File: config.mk
export PLATFORM = sky130hd
export DESIGN_NAME = servisia_gpo_shifter
export DESIGN_NICKNAME = d
export VERILOG_FILES = /design/src/rtl/servisia_gpo_shifter.sv
export SDC_FILE = /design/constraint.sdc
export NUM_CORES = 1
export LEC_CHECK = 0
export CORE_MARGIN = 2
export CORE_UTILIZATION = 26
export DETAILED_ROUTE_END_ITERATION = 12
export SYNTH_ARGS = -nofsm -noshare
export SYNTH_HDL_FRONTEND = slang
export SYNTH_SLANG_ARGS = --single-unit
export TNS_END_PERCENT = 20
File: constraint.sdc
create_clock -name wb_clk_i -period 1.8 [get_ports wb_clk_i]
set_input_delay 0.18 -clock wb_clk_i [delete_from_list [all_inputs] [get_ports wb_clk_i]]
set_output_delay 0.18 -clock wb_clk_i [all_outputs]
set_load 0.1 [all_outputs]
File: src/rtl/servisia_gpo_shifter.sv
// servisia_gpo_shifter
//
// Drives a 74HC595-style shift-register chain (SER/SRCLK/RCLK) from the parallel
// gpio_o word of servisia_gpo. Any change on gpio_i starts a transfer. A transfer
// shifts the word out MSB first and then pulses the storage latch. One transfer is
// forced after reset so that the chain always holds a defined value.
//
// Parameters:
//   WIDTH  number of bits in the chain (>= 1)
//   DIV    wb_clk_i cycles per SRCLK half-period and per latch pulse (>= 1)
//
// Ports:
//   wb_clk_i    in   1      system clock, rising edge
//   wb_rst_i    in   1      synchronous active-high reset
//   gpio_i      in   WIDTH  parallel word to mirror onto the chain
//   sr_oe_n_o   out  1      chain output enable, active low (optional, see below)
//   sr_ser_o    out  1      serial data to chain SER
//   sr_clk_o    out  1      shift clock to chain SRCLK
//   sr_latch_o  out  1      storage latch to chain RCLK
//   busy_o      out  1      high while a transfer is in progress
//
// Build option:
//   SERVISIA_GPO_SHIFTER_OE_EN  adds sr_oe_n_o. It resets to 1 and drops to 0 when
//   the first transfer after reset completes, so the chain outputs stay tri-stated
//   until valid data has been latched.
//
// All outputs are registered: every output register is loaded with the value that
// belongs to the state being entered.

module servisia_gpo_shifter #(
    parameter int unsigned WIDTH = 8,
    parameter int unsigned DIV   = 2
) (
    input  logic             wb_clk_i,
    input  logic             wb_rst_i,
    input  logic [WIDTH-1:0] gpio_i,
`ifdef SERVISIA_GPO_SHIFTER_OE_EN
    output logic             sr_oe_n_o,
`endif
    output logic             sr_ser_o,
    output logic             sr_clk_o,
    output logic             sr_latch_o,
    output logic             busy_o
);

    localparam int unsigned DivCntW = $clog2(DIV + 1);
    localparam int unsigned BitCntW = $clog2(WIDTH + 1);

    typedef enum logic [1:0] {
        StIdle,
        StSetup,
        StHigh,
        StLatch
    } state_e;

    state_e             r_state;
    logic [WIDTH-1:0]   r_shreg;
    logic [WIDTH-1:0]   r_snap;
    logic [WIDTH-1:0]   r_sent;
    logic               r_pend;
    logic [DivCntW-1:0] r_div_cnt;
    logic [BitCntW-1:0] r_bit_cnt;
    logic               r_ser;
    logic               r_clk;
    logic               r_latch;
    logic               r_busy;

    state_e             w_state_d;
    logic [WIDTH-1:0]   w_shreg_d;
    logic [WIDTH-1:0]   w_snap_d;
    logic [WIDTH-1:0]   w_sent_d;
    logic               w_pend_d;
    logic [DivCntW-1:0] w_div_cnt_d;
    logic [BitCntW-1:0] w_bit_cnt_d;
    logic               w_ser_d;
    logic               w_clk_d;
    logic               w_latch_d;
    logic               w_busy_d;

    logic               w_div_last;
    logic [WIDTH-1:0]   w_shreg_shl;

    assign w_div_last  = (r_div_cnt == DivCntW'(DIV - 1));
    assign w_shreg_shl = r_shreg << 1;

`ifdef SERVISIA_GPO_SHIFTER_OE_EN
    logic r_oe_n;
    logic w_oe_n_d;
`endif

    always_comb begin
        w_state_d   = r_state;
        w_shreg_d   = r_shreg;
        w_snap_d    = r_snap;
        w_sent_d    = r_sent;
        w_pend_d    = r_pend;
        w_div_cnt_d = r_div_cnt;
        w_bit_cnt_d = r_bit_cnt;
        w_ser_d     = r_ser;
        w_clk_d     = r_clk;
        w_latch_d   = r_latch;
        w_busy_d    = r_busy;
`ifdef SERVISIA_GPO_SHIFTER_OE_EN
        w_oe_n_d    = r_oe_n;
`endif

        unique case (r_state)
            StIdle: begin
                if (r_pend || (gpio_i != r_sent)) begin
                    // Snapshot the word; later gpio_i changes wait for the next IDLE.
                    w_shreg_d   = gpio_i;
                    w_snap_d    = gpio_i;
                    w_pend_d    = 1'b0;
                    w_bit_cnt_d = BitCntW'(WIDTH - 1);
                    w_div_cnt_d = '0;
                    w_ser_d     = gpio_i[WIDTH-1];
                    w_clk_d     = 1'b0;
                    w_busy_d    = 1'b1;
                    w_state_d   = StSetup;
                end
            end

            StSetup: begin
                if (w_div_last) begin
                    w_div_cnt_d = '0;
                    w_clk_d     = 1'b1;
                    w_state_d   = StHigh;
                end else begin
                    w_div_cnt_d = r_div_cnt + DivCntW'(1);
                end
            end

            StHigh: begin
                if (w_div_last) begin
                    w_div_cnt_d = '0;
                    w_clk_d     = 1'b0;
                    if (r_bit_cnt == '0) begin
                        w_latch_d = 1'b1;
                        w_state_d = StLatch;
                    end else begin
                        // SER changes together with the SRCLK fall, so it is stable
                        // across the whole SETUP+HIGH window of the next bit.
                        w_shreg_d   = w_shreg_shl;
                        w_ser_d     = w_shreg_shl[WIDTH-1];
                        w_bit_cnt_d = r_bit_cnt - BitCntW'(1);
                        w_state_d   = StSetup;
                    end
                end else begin
                    w_div_cnt_d = r_div_cnt + DivCntW'(1);
                end
            end

            StLatch: begin
                if (w_div_last) begin
                    w_div_cnt_d = '0;
                    w_latch_d   = 1'b0;
                    w_sent_d    = r_snap;
                    w_busy_d    = 1'b0;
`ifdef SERVISIA_GPO_SHIFTER_OE_EN
                    w_oe_n_d    = 1'b0;
`endif
                    w_state_d   = StIdle;
                end else begin
                    w_div_cnt_d = r_div_cnt + DivCntW'(1);
                end
            end

            default: begin
                w_state_d = StIdle;
            end
        endcase
    end

    always_ff @(posedge wb_clk_i) begin
        if (wb_rst_i) begin
            r_state   <= StIdle;
            r_shreg   <= '0;
            r_snap    <= '0;
            r_sent    <= '0;
            r_pend    <= 1'b1;
            r_div_cnt <= '0;
            r_bit_cnt <= '0;
            r_ser     <= 1'b0;
            r_clk     <= 1'b0;
            r_latch   <= 1'b0;
            r_busy    <= 1'b0;
`ifdef SERVISIA_GPO_SHIFTER_OE_EN
            r_oe_n    <= 1'b1;
`endif
        end else begin
            r_state   <= w_state_d;
            r_shreg   <= w_shreg_d;
            r_snap    <= w_snap_d;
            r_sent    <= w_sent_d;
            r_pend    <= w_pend_d;
            r_div_cnt <= w_div_cnt_d;
            r_bit_cnt <= w_bit_cnt_d;
            r_ser     <= w_ser_d;
            r_clk     <= w_clk_d;
            r_latch   <= w_latch_d;
            r_busy    <= w_busy_d;
`ifdef SERVISIA_GPO_SHIFTER_OE_EN
            r_oe_n    <= w_oe_n_d;
`endif
        end
    end

    assign sr_ser_o   = r_ser;
    assign sr_clk_o   = r_clk;
    assign sr_latch_o = r_latch;
    assign busy_o     = r_busy;
`ifdef SERVISIA_GPO_SHIFTER_OE_EN
    assign sr_oe_n_o  = r_oe_n;
`endif

endmodule

### M1 wires, run 1

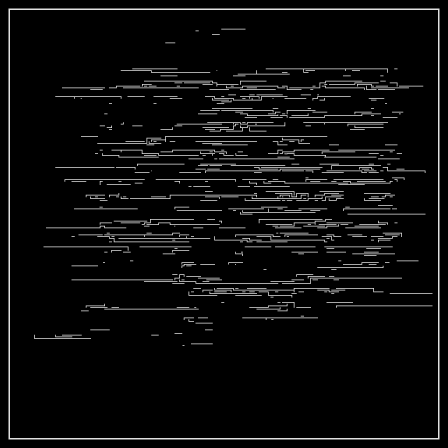
wire length on this layer: 2020 um
nets with wire on the layer: 226
main direction: horizontal
share of all routed wire: 50%
longest straight run: 31.7 um
met1 demand-to-capacity share in global routing: 0.167
total wire length: 4.08 mm
total via count in the routed design: 1481

### M2 wires, run 1

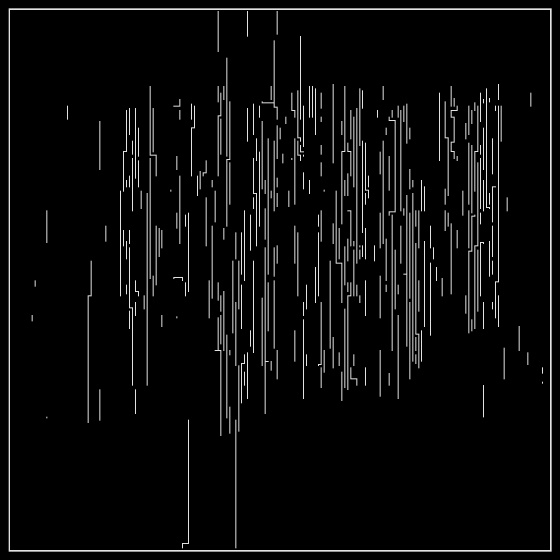
share of all routed wire: 46%
nets with wire on the layer: 199

### M3 wires, run 1

Bar = 20 um.
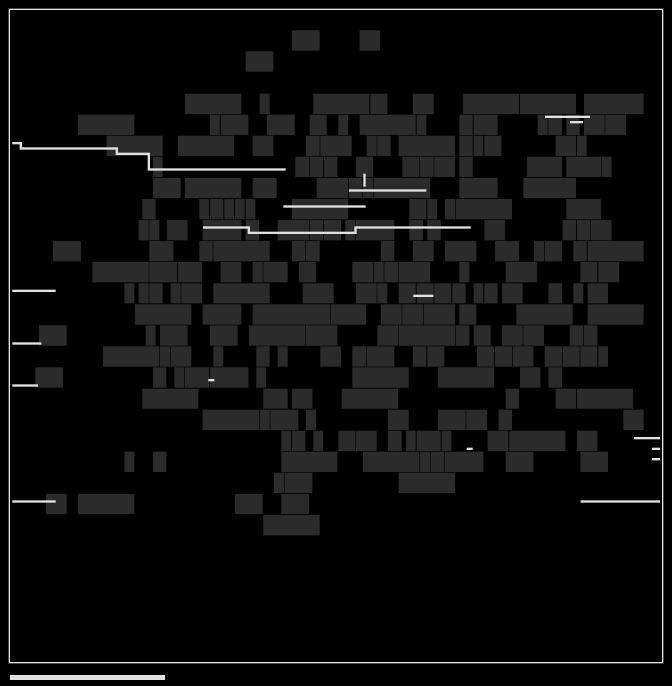
longest straight run: 17.5 um
share of all routed wire: 3.3%
wire length on this layer: 137 um
main direction: horizontal
nets with wire on the layer: 15

==> metrics.csv, run 1 <==
stage,metric,value,unit
run_status,result of the run,"finished, final reports clean",
clock_network,CTS Hold Bufs,0,
logic_synthesis,Avg Inst Size Synth,8.49,sq um
final_timing,min cycle time layout,1.71,ns
layout,combined flip-flop and latch cell area,722,sq um
logic_synthesis,top flip-flop cell by instance count after synthesis,sky130_fd_sc_hd__dfxtp_1,
grt,global-route met3 utilization,0.0334,
die,Die H,84.2,um
layout,post-layout net count,244,
pwr,cell area power density,838,nW/um^2
clock_network,buffer depth of the longest clock path,2,
final_timing,Final Hold Violation Tally,0,
clock_network,clock transition time at the flip-flop clock pins of the worst setup and hold paths,0.07,ns
clock_network,Latency at later pin,0.29,ns
grt,GRT Max-Usage Layer,met2,
detailed_routing,DRC violation total after the first TritonRoute iteration,129,
logic_synthesis,Cell variety after synth,35,
worst_setup_path,CP endpoint kind,register,
detailed_routing,drt wl/cell,13.2,um
placed_design,half-perimeter wire length after detailed placement,2.90,mm
grt,largest net degree at the start of global routing,19,
final_timing,count of final setup violators,0,
logic_synthesis,area of the synthesized netlist per yosys stat,1670,sq um
die,die outline area,7090,sq um
clock_network,Clock Tree Root,sky130_fd_sc_hd__clkbuf_8,
placed_design,Post-Place Cell Area,2040,sq um
clock_network,CTS tree,built,
grt,number of global-route vias before repair,1549,
logic_synthesis,Nets at Floorplan,209,
detailed_routing,routed metal-1 wirelength,2.02,mm
hold_path,class of the tightest hold or removal check,reg -> reg,
detailed_routing,top layer used by detailed routing,met4,
logic_synthesis,cell area after technology mapping,1670,sq um
logic_synthesis,synthesized instance count,197,
logic_synthesis,Syn. warnings,0,
logic_synthesis,fraction of synthesized cell area in xor and xnor cells,0.0367,
==> run 1: final cells by class <==
class,instances,share of cell area
Multi-Input combinational cell,143,0.418
Timing Repair Buffer,41,0.154
Inverter,5,0.00866
Sequential cell,36,0.333
Tap cell,77,0.0444
Clock buffer,8,0.0415
==> run 1: logic make-up after synthesis <==
logic type | Yosys count
simple gates | 76
fa+ha+maj | 2
compound gates | 43
flops | 36
mux | 15
buf+inv | 18
xor+xnor | 7
==> run 1: path summary, 6_finish.rpt <==
kind | start | end | cells past startpoint | slack (ns)
hold reg to reg | r_snap[6]$_SDFFE_PP0P_ | r_sent[6]$_SDFFE_PP0P_ | 2 | 0.45
setup / recovery | gpio_i[0] | r_shreg[6]$_SDFFE_PP0P_ | 6 | 0.09
hold / removal | r_snap[6]$_SDFFE_PP0P_ | r_sent[6]$_SDFFE_PP0P_ | 2 | 0.45
setup reg to reg | r_bit_cnt[0]$_SDFFE_PP0P_ | r_shreg[6]$_SDFFE_PP0P_ | 7 | 0.11
==> run 1: what timing repair did <==
action / 4_1_cts / 5_1_grt
buffers inserted: 0 / 2
hold endpoints to repair: 0 / 0
gates resized: 4 / 3
pin swaps: 0 / 2
endpoints found under the setup margin: 6 / 9
==> run 1: power by group <==
group / leakage, nW / internal, mW / switching, mW
clock: 0.0455 / 0.312 / 0.286
combinational: 0.497 / 0.154 / 0.183
sequential: 0.296 / 0.847 / 0.0348
==> run 1: sequential cells by signal (all words and copies together) (netlist names) <==
| name | count |
|---|---|
| r_shreg | 7 |
| sr_clk_o | 1 |
| r_snap | 8 |
| r_sent | 8 |
| r_state | 2 |
| busy_o | 1 |
| r_bit_cnt | 4 |
| sr_ser_o | 1 |
| r_pend | 1 |
| r_div_cnt | 2 |
| sr_latch_o | 1 |
==> run 2: changes to the inputs <==
Settings changed: CTS_BUF_LIST from default to sky130_fd_sc_hd__clkbuf_4 sky130_fd_sc_hd__clkbuf_8.
==> run 2 against run 1 <==
Against the previous run: count of clock-buffer cells in the layout stayed put; design area increased by 0.35%; worst setup slack gained 0.0044 ns; die area unchanged; critical path depth stayed put.
==> metrics.csv, run 2 <==
stage,metric,value,unit,change
detailed_routing,total wire length,4.12,mm,was 4.08 mm
worst_setup_path,end of the worst register-to-register path,r_shreg[6]$_SDFFE_PP0P_,,unchanged
logic_synthesis,Syn. warnings,0,,unchanged
pwr,relative contribution of the clock network to total power,0.341,,was 0.329
logic_synthesis,Dominant cell area share,0.431,,unchanged
hold_path,terminating pin of the worst hold path,r_sent[6]$_SDFFE_PP0P_,,unchanged
worst_setup_path,worst setup path startpoint,gpio_i[0],,unchanged
worst_setup_path,category of the most critical setup path,in -> reg,,unchanged
run_status,result of the run,"finished, final reports clean",,unchanged
grt,number of global-route vias before repair,1549,,unchanged
placed_design,placer congestion estimate,0.827,,unchanged
layout,registers with the most flip-flops,"r_sent (8), r_snap (8), r_shreg (7)",,unchanged
hold_path,hold_sp,r_snap[6]$_SDFFE_PP0P_,,unchanged
logic_synthesis,Cell variety after synth,35,,unchanged
pwr,cell area power density,851,nW/um^2,was 838 nW/um^2
final_timing,min cycle time layout,1.70,ns,was 1.71 ns
pwr,power group with the largest share,registers,,unchanged
clock_network,Sink Count,36,,unchanged
layout,Layout Cell Area excl Fill,2180,sq um,was 2170 sq um
pwr,sequential power,882,uW,about the same
placed_design,Post-Place Cell Area,2040,sq um,unchanged
final_timing,count of final setup violators,0,,unchanged
logic_synthesis,Nets at Floorplan,209,,unchanged
worst_setup_path,minimum setup slack among reg-to-reg paths,0.11,ns,about the same
worst_setup_path,list of cells traversed by the critical path,clkdlybuf4s50_1 -> xor2_1 -> a2111oi_4 -> a31oi_2 -> or4b_1 -> o21ai_1,,unchanged
pwr,Comb. pwr,338,uW,was 337 uW
final_timing,Final Hold Violation Tally,0,,unchanged
hold_path,class of the tightest hold or removal check,reg -> reg,,unchanged
die,Die H,84.2,um,unchanged
worst_setup_path,destination of the critical timing path,r_shreg[6]$_SDFFE_PP0P_,,unchanged
worst_setup_path,Reg2Reg Launch Point,r_bit_cnt[0]$_SDFFE_PP0P_,,unchanged
hold_path,Hold Path Cell Cnt,2,,unchanged
pwr,switching fraction of total power,0.274,,was 0.277
die,die outline area,7090,sq um,unchanged
pwr,portion of total power attributed to combinational logic,0.182,,was 0.185
pwr,sequential fraction of design power,0.476,,was 0.485
placed_design,half-perimeter wire length after detailed placement,2.90,mm,unchanged
logic_synthesis,area of the synthesized netlist per yosys stat,1670,sq um,unchanged
pwr,internal power contribution,1.34,mW,was 1.31 mW
clock_network,CTS tree,built,,unchanged
detailed_routing,drt wl/cell,13.3,um,was 13.2 um
clock_network,CTS Hold Bufs,0,,unchanged
logic_synthesis,Avg Inst Size Synth,8.49,sq um,unchanged
worst_setup_path,R2R cell count,7,,unchanged
pwr,switching power,508,uW,was 504 uW
worst_setup_path,CP endpoint kind,register,,unchanged
clock_network,clock transition time at the flip-flop clock pins of the worst setup and hold paths,0.07,ns,about the same
grt,largest net degree at the start of global routing,19,,unchanged
logic_synthesis,top flip-flop cell by instance count after synthesis,sky130_fd_sc_hd__dfxtp_1,,unchanged
detailed_routing,total via count in the routed design,1467,,was 1481
grt,number of antenna violations at the first check in global routing,0,,unchanged
logic_synthesis,cell area after technology mapping,1670,sq um,unchanged
clock_network,Latency at later pin,0.29,ns,about the same
worst_setup_path,critical-path maximum fanout,3,,unchanged
layout,post-layout net count,244,,unchanged
pwr,clock network power,632,uW,was 598 uW
clock_network,buffer depth of the longest clock path,2,,unchanged
detailed_routing,DRC violation total after the first TritonRoute iteration,129,,unchanged
final_timing,Max Clk Rate,587,MHz,was 586 MHz
clock_network,Clock Tree Root,sky130_fd_sc_hd__clkbuf_8,,unchanged
worst_setup_path,cell count along the critical path,6,,unchanged
logic_synthesis,synthesized instance count,197,,unchanged
logic_synthesis,Yosys Instances,197,,unchanged
layout,combined flip-flop and latch cell area,722,sq um,unchanged
run 2: cell count changes in the layout (fill, tap and decap cells not counted):
cell and delta:
sky130_fd_sc_hd__clkbuf_4 +2, sky130_fd_sc_hd__clkbuf_1 -2
run 2: final cells by class:
| type | count | area share |
|---|---|---|
| inverters | 5 | 0.00863 |
| flip-flops and latches | 36 | 0.332 |
| well taps | 77 | 0.0443 |
| multi-input cells | 143 | 0.417 |
| repair buffers | 41 | 0.154 |
| clock buffers | 8 | 0.0449 |
run 2: per-layer routing:
| layer | wire, um | part of all wire | vias up | GRT usage |
|---|---|---|---|---|
| met4 | 53 | 0.013 | 0 | 0.0411 |
| met3 | 146 | 0.035 | 6 | 0.0334 |
| met1 | 2060 | 0.50 | 677 | 0.167 |
| met5 | 0 | 0 | - | 0 |
| li1 | - | - | 758 | - |
| met2 | 1860 | 0.45 | 26 | 0.201 |
run 2: stage by stage:
stage                     setup slack, ns  std cells  hold slack [ns]  TNS [ns]
after global routing             -0.00738        310            0.471  -0.00792
final                              0.0966        310            0.449         0
after floorplan                   0.00663        197            0.327         0
after CTS                          0.0156        309            0.449         0
after global placement             -0.261        301            0.435     -3.79
after detailed placement           -0.320        301            0.442     -4.83
run 2: kinds of logic (layout without fill, tap and decap cells):
logic type | after synthesis | in the layout | synth area share
muxes | 15 | 15 | 0.0943
AOI/OAI and AO/OA | 43 | 43 | 0.159
xor gates and xnor gates | 7 | 7 | 0.0367
adders and majority gates | 2 | 2 | 0.0150
buffers and inverters | 18 | 54 | 0.0442
and+or+nand+nor | 76 | 76 | 0.220
DFF | 36 | 36 | 0.431
run 2: timing repair:
action / in CTS / in global routing
pin swaps: 0 / 2
resized: 4 / 3
setup buffers: 0 / 2
endpoints found under the setup margin: 6 / 9
### M2 wires, run 2

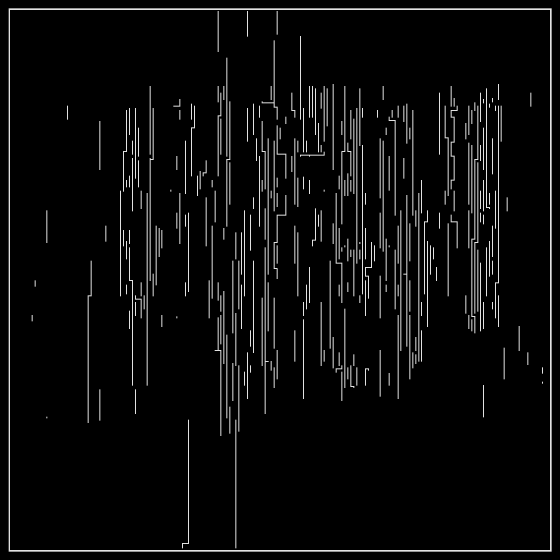
longest straight run: 29.9 um
share of all routed wire: 45%
main direction: vertical
wire length on this layer: 1860 um
nets with wire on the layer: 198

### Sequential cells grouped by signal name, run 2

Bar = 20 um. Other sequential cells in the stronger gray, the rest of the logic in the fainter gray.
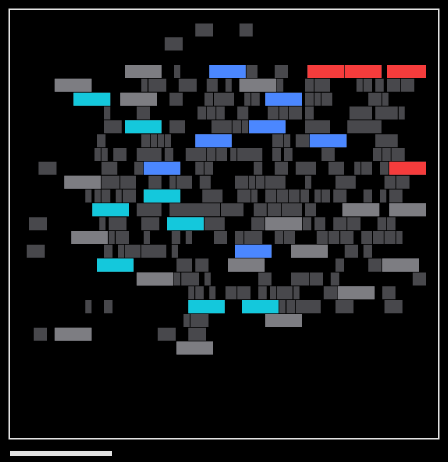
[`r_shreg`] blue | flops: 7
[`r_bit_cnt`] red | flops: 4 | where: upper right
[`r_sent`] cyan | flops: 8
not colored: 17

Power figures rest on the tool's default switching activity, not on a simulated workload.
